Fig. 1: run 1, M1 wires
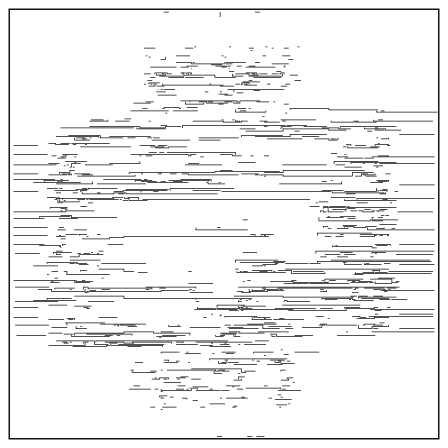
Fig. 2: run 1, placed cells, one colour a class
The bar under the picture is 50 um long. Fill, decap, tap and diode cells in grey.
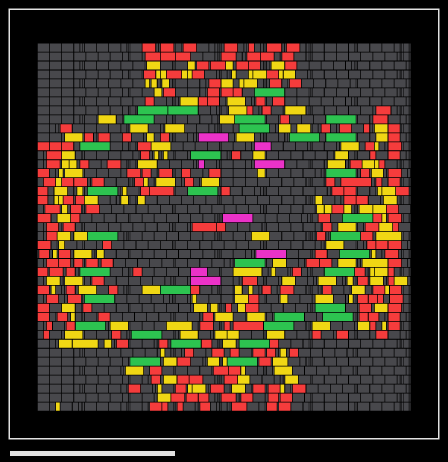
Fig. 3: run 1, placement view
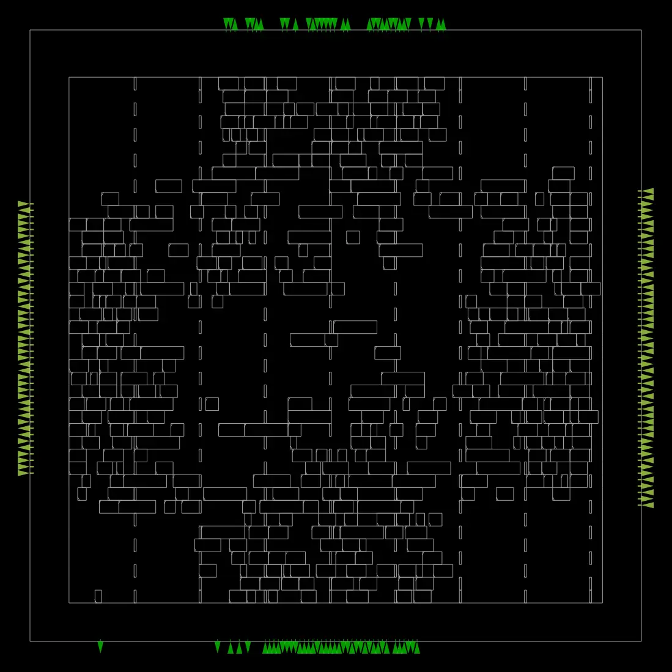
## src/rtl/c_arb_grant_hold.sv

```systemverilog
// c_arb_grant_hold: holds a matrix-arbiter grant for a whole packet, releasing on the winner's tail flit.
// Define C_ARB_GRANT_HOLD_TIMEOUT_EN to force a release after max_hold consecutive locked cycles.
module c_arb_grant_hold #(
    parameter int num_ports = 32,
    parameter int max_hold  = 16
) (
    input  logic                 clk,
    input  logic                 reset,
    input  logic                 active,
    input  logic [num_ports-1:0] req,
    input  logic [num_ports-1:0] tail,
    output logic [num_ports-1:0] arb_req,
    input  logic [num_ports-1:0] arb_gnt,
    output logic                 arb_update,
    output logic [num_ports-1:0] gnt,
    output logic                 locked,
    output logic                 timeout
);
    typedef enum logic {IDLE, LOCKED} state_t;
    state_t state_q, state_d;
    logic [num_ports-1:0] gnt_q, gnt_d;
    logic norm_rel, force_rel, rel, hold, accept;

    assign locked   = state_q == LOCKED;
    assign gnt      = gnt_q;
    assign norm_rel = locked & |(gnt_q & req & tail);
    assign rel      = norm_rel | force_rel;
    assign hold     = locked & ~rel;
    assign accept   = |arb_gnt & ~hold;
    assign timeout  = force_rel;

    // Reset is asynchronous, so the arbiter-facing combinational outputs are gated with it too.
    assign arb_req    = reset ? '0 : !locked ? req : rel ? req & ~gnt_q : '0;
    assign arb_update = accept & active & ~reset;

    always_comb begin
        state_d = accept | hold ? LOCKED : IDLE;
        gnt_d   = accept ? arb_gnt : hold ? gnt_q : '0;
    end

    always_ff @(posedge clk or posedge reset)
        if (reset) begin
            state_q <= IDLE;
            gnt_q   <= '0;
        end else if (active) begin
            state_q <= state_d;
            gnt_q   <= gnt_d;
        end

`ifdef C_ARB_GRANT_HOLD_TIMEOUT_EN
    localparam int cw = $clog2(max_hold);
    localparam logic [cw-1:0] cnt_max = cw'(max_hold - 1);
    logic [cw-1:0] cnt_q, cnt_d;

    assign force_rel = locked & (cnt_q == cnt_max) & ~norm_rel;

    always_comb
        cnt_d = hold ? cnt_q + cw'(cnt_q != cnt_max) : '0;

    always_ff @(posedge clk or posedge reset)
        if (reset)
            cnt_q <= '0;
        else if (active)
            cnt_q <= cnt_d;
`else
    assign force_rel = 1'b0;
`endif

`ifndef SYNTHESIS
    a_gnt_onehot: assert property (@(posedge clk) disable iff (reset) $onehot0(arb_gnt));
    a_max_hold: assert property (@(posedge clk) disable iff (reset) max_hold >= 2 && max_hold <= 65536);
`endif
endmodule

```

## config.mk

```make
export PLATFORM = sky130hd
export DESIGN_NAME = c_arb_grant_hold
export DESIGN_NICKNAME = d
export VERILOG_FILES = /design/src/rtl/c_arb_grant_hold.sv
export SDC_FILE = /design/constraint.sdc
export NUM_CORES = 1
export LEC_CHECK = 0
export CELL_PAD_IN_SITES_DETAIL_PLACEMENT = 0
export CELL_PAD_IN_SITES_GLOBAL_PLACEMENT = 2
export CORE_MARGIN = 8
export CORE_UTILIZATION = 16
export CTS_BUF_LIST = sky130_fd_sc_hd__clkbuf_8 sky130_fd_sc_hd__clkbuf_16
export CTS_CLUSTER_DIAMETER = 150
export CTS_CLUSTER_SIZE = 28
export DETAILED_ROUTE_END_ITERATION = 10
export PLACE_DENSITY = 0.79
export REMOVE_ABC_BUFFERS = 1
export SYNTH_ARGS = -nofsm -noshare
export SYNTH_HDL_FRONTEND = slang
export SYNTH_SLANG_ARGS = --single-unit
```

## constraint.sdc

```tcl
create_clock -name clk -period 3.14 [get_ports clk]
set_input_delay 0.942 -clock clk [delete_from_list [all_inputs] [get_ports clk]]
set_output_delay 0.942 -clock clk [all_outputs]
set_load 0.03 [all_outputs]
```

==> GITHUB_STEP_SUMMARY, run 1 <==
## PnR job results

| Metric | Value |
|---|---|
| Area leader share | 39.93% |
| Min Tclk post-route | 3574 ps |
| Top cells by count | and3_1, dfrtp_1, nand2_1, mux2_4, nand3_1 |
| Combinational share of power | 44.1% |
| Final Wtd Congestion | 0.8210 |
| Min Hold Slack | 566.7 ps |
| TAP cells | 172 |
| Core area | 12,620 um2 |
| RSZ-0062 raised after global routing | true |
| Fmax | 279.8 MHz |
| Worst hold endpoint | gnt[4] |
| Max Cap Viol | 0 |
| Die Y | 129.7 um |
| N_diodes | 0 |
| HP Start | gnt[4] |
| Crit Path Class | input port to primary output |
| Cell type taking the most area | non-clock buffers |
| Final setup viols | 33 |
| Post-synth ARST share | 100.0% |
| Ratio of cells with drive above 1 in the final layout | 50.12% |
| Top cells by area | dfrtp_1, mux2_4, and3_1 |
| Detail Route Antenna Nets | 0 |
| Setup WS post-layout | -433.5 ps |
| Switch share | 32.81% |
| Inst Count DP | 581 |
| Non-CTS buffers | 224 |
| Layout area overhead | 134.2% |
| Seq area share | 17.05% |
| Cell Type Count | 22 |
| Most numerous logic cell after layout | clkdlybuf4s50_1 |
| CP top delay family | simple AND/OR/NAND/NOR gates |
| Part of the power in registers | 27.9% |
| Total combinational power | 0.818 mW |
| Post-layout util | 38.39% |
| Critical Path Max Stage Delay | 390 ps |
| Non-clk buf share | 44.11% |
| Number of enable flip-flop cells | 0 |
| Clock-cell share | 3.254% |
| Crit path to | arb_req[10] |
| Most frequent cells in the layout | clkdlybuf4s50_1, buf_4, buf_6 |
| Power Internal | 1.248 mW |
| Initial drt markers | 49 |
| Clk_lat worst skew | 280 ps |
| Reg2Reg Depth | 8 |
| Vias in the first global route | 2,899 |
| CTS HTree Levels | 2 |
| Yosys cell count | 201 |
| Tot Pwr | 1.857 mW |
| Die boundary width | 129.7 um |
| Cell breakdown of the critical path | dlygate4sd2_1 > a31oi_4 > nand3_2 > nor4b_4 > a21oi_4 > clkbuf_16 > and3_4 > buf_6 |
| Cells after Synth | 201 |
| Worst slew pin tran | 702.9 ps |
| DRC | 0 |
| Pin count of the biggest net entering global routing | 35 |
| Failing checks | negative setup slack |
| Inverter count | 1 |
| Filler cells | 1,299 |
| Root Driver | clkbuf_16 |
| Net count, final | 519 |
| Vias per Instance | 4.256 |
| DP HPWL | 8576 um |
| Flop+latch power | 0.518 mW |
| WP depth | 8 |
| Chip area | 16,820 um2 |
| R2r setup slk | 620 ps |
| Sum Neg Setup Slack | -13,310 ps |
| DR WL/cell | 18.68 um |
| Final hold vios | 0 |
| Hold path depth | 1 |
| Clk slew on worst S/H paths | 50 ps |
| Hold Crit Class | flop to flop |
| Comb. cell area | 1505 um2 |
| Pwr top | combinational cells |
| Reg2reg end | gnt[21] |
| Initial antenna violation count | 0 |
| Clock buffer count | 7 |
| Power Clock | 0.521 mW |
| CP max-delay cell | nor4b_4 |
| Place WS | -1384 ps |
| Status | finished with violations |
| Slew headroom | 52.85% |
| Static Leak | 2.339 nW |
| Critical-path maximum fanout | 6 |
| Reg-to-reg startpoint | gnt[18] |
| Critical Path Source | tail[8] |
Notes on Fig. 1 above:
main direction: horizontal
longest straight run: 50.6 um
nets with wire on the layer: 456
wire length on this layer: 4,640 um

Notes on Fig. 2 above:
[magenta] clock drivers and dummy loads | cells: 8 | share of their area: 3.4%
[green] flops | cells: 33 | share of their area: 18%
[red] other buffers and delay cells | cells: 224 | share of their area: 46%
[yellow] combinational and other logic | cells: 156 | share of their area: 33%

Notes on Fig. 3 above:
sequential cell count: 33
Final Non-Filler Cells: 593

run 1: layer usage:
layer  vias to the layer above  track usage, %  wire length, um
li1                       1178               -                -
met1                      1231           14.18             4640
met2                       107           21.72             5429
met3                         8           4.610              926
met4                         0           2.801               80
met5                         -               0                0
run 1: state kept, by name, summed over array words and instances, names as in the netlist:
register,flops
gnt,32
locked,1
run 1: cells by family after synthesis:
family                 after synthesis  synth area share (%)
and+or+nand+nor                    113                 28.92
DFF                                 33                 39.93
muxes                               32                 22.69
buffers and inverters               13                 5.323
AOI/OAI and AO/OA                    9                 2.964
other                                1                0.1813
run 1: timing repair:
item                       4_1_cts  5_1_grt
pin swaps                       40       25
setup endpoints to repair       65       65
resized                        331       55
cloned                           0        3
setup buffers                    1        3
hold buffers                     0        0
==> run 1 -> run 2 <==
CELL_PAD_IN_SITES_DETAIL_PLACEMENT = 2   (was 0)
CORE_UTILIZATION = 19   (was 16)
PLACE_DENSITY = 0.88   (was 0.79)
clock period = 4.2 ns   (was 3.14 ns; I/O delays follow)
==> run 2 against run 1 <==
Net effect:
- the run still ends with negative setup slack left
- setup slack improved by 370 ps
- global-route usage grew 3.2 points
- critical path type unchanged
- via count fell by 5.1%
- register-to-register slack gained 880 ps
- clock power is 53% lower
- routed wire length is 7.3% higher
- core utilization rose by 1.8 points
- largest power group unchanged
- power is 36% lower
- worst hold slack better by 14 ps
==> GITHUB_STEP_SUMMARY, run 2 <==
## PnR job results

| Metric | Value |
|---|---|
| Post-synth ARST share | 100.0% (unchanged) |
| Cells after Synth | 201 (unchanged) |
| WP depth | 11 (+3) |
| Pin count of the biggest net entering global routing | 35 (unchanged) |
| Most frequent cells in the layout | clkdlybuf4s50_1, buf_6, and3_4 |
| Final Wtd Congestion | 0.7326 (-11%) |
| Simple-gate share of the synthesized area | 28.92% (unchanged) |
| CTS HTree Levels | 2 (unchanged) |
| Met2 Use GR | 29.30% (+7.6 points) |
| Most numerous logic cell after layout | clkdlybuf4s50_1 |
| Critical Path Max Stage Delay | 260 ps (-130 ps) |
| Mux share | 22.69% (unchanged) |
| Power Internal | 0.7538 mW (-40%) |
| Reg2reg end | gnt[19] |
| Vias per Instance | 4.641 (+9.0%) |
| Final setup viols | 15 (-55%) |
| Setup WS post-layout | -65.18 ps (+368.4 ps) |
| TAP cells | 140 (-19%) |
| RSZ-0062 raised after global routing | true |
| Non-clk buf share | 41.32% (-2.8 points) |
| Static Leak | 2.026 nW (-13%) |
| Layout area overhead | 108.8% |
| Switch share | 36.90% (+4.1 points) |
| Hold Crit Class | flop to flop |
| Seq area share | 19.12% (+2.1 points) |
| Sequential cell count | 33 (unchanged) |
| Hold path depth | 1 (unchanged) |
| Fraction of the mapped netlist area in compound gates | 2.964% (unchanged) |
| CP max-delay cell | nor4b_4 |
| Top cells by count | and3_1, dfrtp_1, nand2_1, mux2_4, nand3_1 |
| Ratio of cells with drive above 1 in the final layout | 41.33% (-8.8 points) |
| DP HPWL | 9010 um (+5.1%) |
| Tot Pwr | 1.195 mW (-36%) |
| Net count, final | 473 (-8.9%) |
| Place WS | -868.7 ps (+515.0 ps) |
| DRC | 0 (unchanged) |
| Part of the power in registers | 33.6% (+5.7 points) |
| Cell breakdown of the critical path | clkdlybuf4s15_1 > nand3_2 > nand4_1 > a311oi_2 > buf_4 > nor4b_4 > a21oi_4 > buf_6 > buf_12 > and3_4 > buf_6 |
| Critical-path maximum fanout | 7 (+1) |
| Status | finished with violations |
| Min Hold Slack | 581.1 ps (+14.44 ps) |
| Reg2Reg Depth | 8 (unchanged) |
| Clock-cell share | 1.999% (-1.3 points) |
| Met1 Use GR | 16.90% (+2.7 points) |
| M3 GR Usage | 4.289% (-0.32 points) |
| Top cells by area | dfrtp_1, mux2_4, and3_1 |
| PostCTS Resize Cnt | 292 (-12%) |
| FA/HA/MAJ Cells, Area Fraction | 0% (unchanged) |
| Initial drt markers | 37 (-24%) |
| Slew headroom | 59.99% (+7.1 points) |
| Reg-to-reg startpoint | gnt[18] |
| Number of enable flip-flop cells | 0 (unchanged) |
| Sum Neg Setup Slack | -680.0 ps (+12,630 ps) |
| Crit path to | arb_req[0] |
| Failing checks | negative setup slack |
| Worst slew pin tran | 600.2 ps (-102.7 ps) |
| Chip area | 14,480 um2 (-14%) |
run 2: power groups by stage:
stage | clock [mW] | combinational (mW) | sequential (mW)
2_1_floorplan | 0 | 0.164 | 0.465
3_3_place_gp | 0 | 0.492 | 0.402
3_5_place_dp | 0 | 0.505 | 0.403
4_1_cts | 0.257 | 0.532 | 0.401
5_1_grt | 0.269 | 0.575 | 0.408
6_report | 0.247 | 0.546 | 0.402
run 2: logic make-up (layout without fill, tap and decap cells):
| family | Yosys count | after routing |
|---|---|---|
| flops | 33 | 33 |
| simple gates | 113 | 113 |
| compound gates | 9 | 9 |
| mux | 32 | 32 |
| buf+inv | 13 | 187 |
| other cells | 1 | 2 |
run 2: routing by layer:
metal	part of all wire (%)	up-vias
li1	-	1082
met1	38	1176
met2	52	113
met3	6.7	22
met4	2.4	2
met5	0.11	-
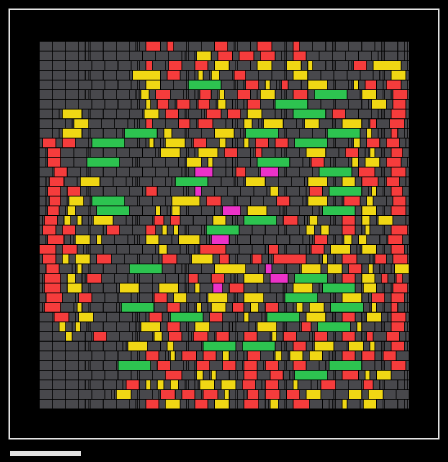
Fig. 4. Placed cells, one colour a class (run 2).
The bar under the picture is 20 um long. Fill, decap, tap and diode cells in grey.
Rows: 38
core area: 10,750 um2
post-layout util: 40.18%

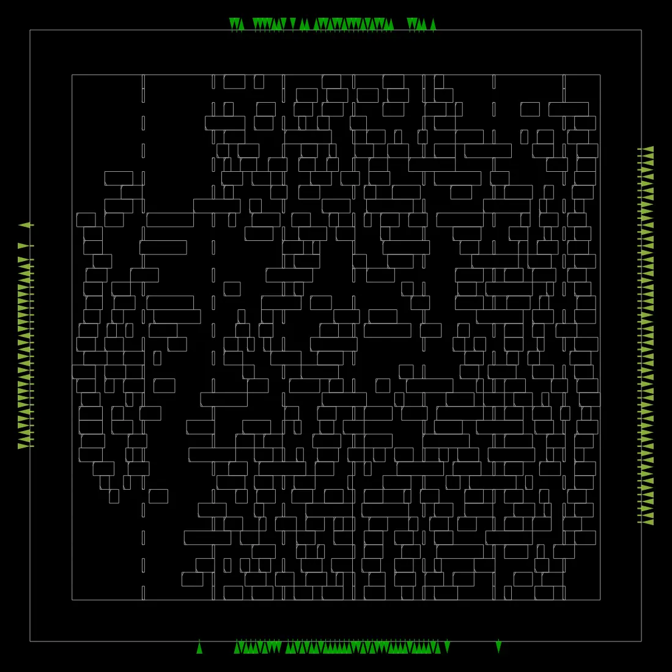
Fig. 5. Placement view (run 2).
Filler cells: 1,137
Final Non-Filler Cells: 516

==> run 2 -> run 3 <==
ABC_AREA = 1   (was unset)
CORE_UTILIZATION = 17   (was 19)
PLACE_DENSITY = 0.85   (was 0.88)
==> run 3 against run 2 <==
Net effect:
- the flow now finishes without violations
- clock skew increased by 0.68 ps
- global-route usage decreased by 0.25 points
- sequential power about the same
- clock power increased by 73%
- combinational power about the same
- cell count increased by 34%
- synthesized cell count increased by 72%
- largest cell class unchanged
- via count increased by 34%
==> GITHUB_STEP_SUMMARY, run 3 <==
## PnR job results

| Metric | Value |
|---|---|
| Status | finished, final reports clean |
| Met1 Use GR | 17.25% (+0.35 points) |
| Initial antenna violation count | 0 |
| Post-CTS setup buffers | 5 |
| Net count, final | 616 (+30%) |
| Cells after Synth | 345 (+72%) |
| Critical Path Max Stage Delay | 430 ps (+170 ps) |
| Crit path DAT | 2810 ps |
| Number of enable flip-flop cells | 0 (unchanged) |
| Place WS | -490.8 ps (+377.8 ps) |
| Max FFs per register | 32 |
| Vias per Instance | 4.611 (-0.66%) |
| Hold Crit Class | flop to flop |
| Reg2reg end | gnt[24] |
| Hold path depth | 2 (+1) |
| PostCTS Resize Cnt | 111 (-62%) |
| Skew final | 5.438 ps |
| Die Y | 131.7 um |
| Ys flop type | dfrtp_1 |
| Ratio of cells with drive above 1 in the final layout | 18.34% (-23 points) |
| Maximum VDD drop | 0.1543 mV |
| Setup WS post-layout | 126.8 ps (+191.9 ps) |
| CTS Sinks | 33 |
| WL met1 | 5693 um (+25%) |
| CTS tree | yes |
| Most numerous logic cell after layout | nand2_1 |
| Critical Path Source | reset |
| Filler cells | 1,522 (+34%) |
| Layout area overhead | 103.5% |
| Pre-antenna DRT Iters | 4 |
| Most frequent cells in the layout | nand2_1, clkdlybuf4s50_1, nand4_1 |
| Post-synth ARST share | 100.0% (unchanged) |
| WL met2 | 7354 um (+18%) |
| WP depth | 6 (-5) |
| Post-Syn Area | 2276 um2 |
| Detailed-route wire length | 14,050 um |
| Synthesis area per yosys | 2276 um2 |
| Min Hold Slack | 541.0 ps (-40.11 ps) |
| Initial drt markers | 95 (+160%) |
| Reg2Reg Depth | 14 (+6) |
| M3 GR Usage | 4.345% (+0.055 points) |
| CP max-delay cell | clkdlybuf4s50_1 |
| Switch share | 35.31% (-1.6 points) |
| Crit path to | arb_req[22] |
| Part of the power in registers | 29.2% (-4.4 points) |
| Top cells by count | nand2_1, nand4_1, inv_1, nand3_1, dfrtp_1 |
| Final hold vios | 0 |
| FA/HA/MAJ Cells, Area Fraction | 0% (unchanged) |
| N_diodes | 0 |
| Metal3 WL | 820 um (+3.7%) |
| Total combinational power | 0.547 mW (about the same) |
| Max Used Layer | met4 |
| Inserted Clock Buffers | 5 |
| Crit path DRT | 2940 ps |
| Critical-path maximum fanout | 27 (+20) |
| CP top delay family | buffers and inverters |
| Simple-gate share of the synthesized area | 50.91% (+22 points) |
| Vias in the first global route | 3,665 |
| R2r setup slk | 1970 ps |
| Cycle use final | 96.98% |
| Cell breakdown of the critical path | clkdlybuf4s50_1 > inv_2 > buf_4 > nand4_1 > inv_1 > buf_6 |
| Final setup viols | 0 (-15) |
| Power Internal | 0.8898 mW (+18%) |
| Static Leak | 2.613 nW (+29%) |
| Min Tclk post-route | 4073 ps |
| Flop+latch power | 0.401 mW (about the same) |
| DRC | 0 (unchanged) |
| Chip area | 17,350 um2 (+20%) |
| Final Wtd Congestion | 0.7678 (+4.8%) |
| Root Driver | clkbuf_16 |
| CTS HTree Levels | 2 (unchanged) |
| DR WL/cell | 20.24 um |
| Mux share | 0% (-23 points) |
| DP HPWL | 10,630 um (+18%) |
| Pin count of the biggest net entering global routing | 35 (unchanged) |
| Top cells by area | dfrtp_1, nand2_1, nand4_1 |
| Critical Path Sink Type | primary output |
| Final Non-Filler Cells | 694 (+34%) |
| Fraction of the mapped netlist area in compound gates | 0% (-3.0 points) |
| Met2 Use GR | 28.81% (-0.49 points) |
| Hold-fix buffers, CTS | 0 |
| Max Cap Viol | 0 |
| Power Clock | 0.428 mW (+73%) |
| Pwr top | combinational cells |
| Reg-to-reg startpoint | gnt[21] |
| Inst Count DP | 678 |
| Cell Type Count | 14 |
run 3: netlist changes by cell type after synthesis, moves of 6 or more:
cell	delta
nand2_1	+88
nand4_1	+60
and3_1	-38
inv_1	+34
mux2_4	-29
nor2_1	+23
nand3_1	+12
nor4_1	-8
buf_1	+7
a31oi_1	-6
run 3: through the flow:
step,setup TNS (ps),power [mW]
finish,0,1.375
global route,-43.77,1.450
CTS,-44.60,1.395
detailed placement,-11990,0.9304
global placement,-9615,0.9101
floorplan,-11180,0.6259
run 3: layout make-up:
type	instances	area (um2)	share of cell area, %
well taps	176	220.2	4.754
clock inverters	2	33.78	0.7293
inverters	35	131.4	2.836
clock buffers	6	138.9	2.998
multi-input cells	252	1275	27.53
repair buffers	190	2007	43.33
flip-flops and latches	33	825.8	17.83
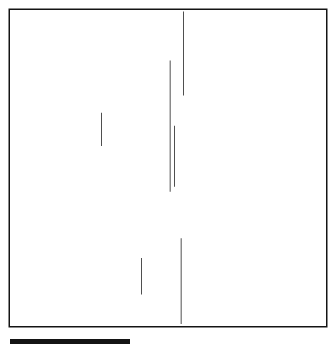
Fig. 6. The metal 4 layer (run 3).
The bar under the picture is 50 um long.
share of all routed wire: 1.3%
nets with wire on the layer: 6

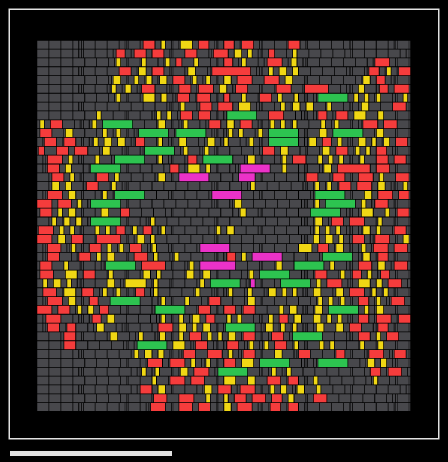
Fig. 7. Placed cells, one colour a class (run 3).
The bar under the picture is 50 um long. Fill, decap, tap and diode cells in grey.
core area: 13,140 um2
post-route cell area: 4632 um2
Seq area share: 17.83%
post-layout util: 35.26%
Rows: 42

Power is estimated from default activity; no workload was simulated.
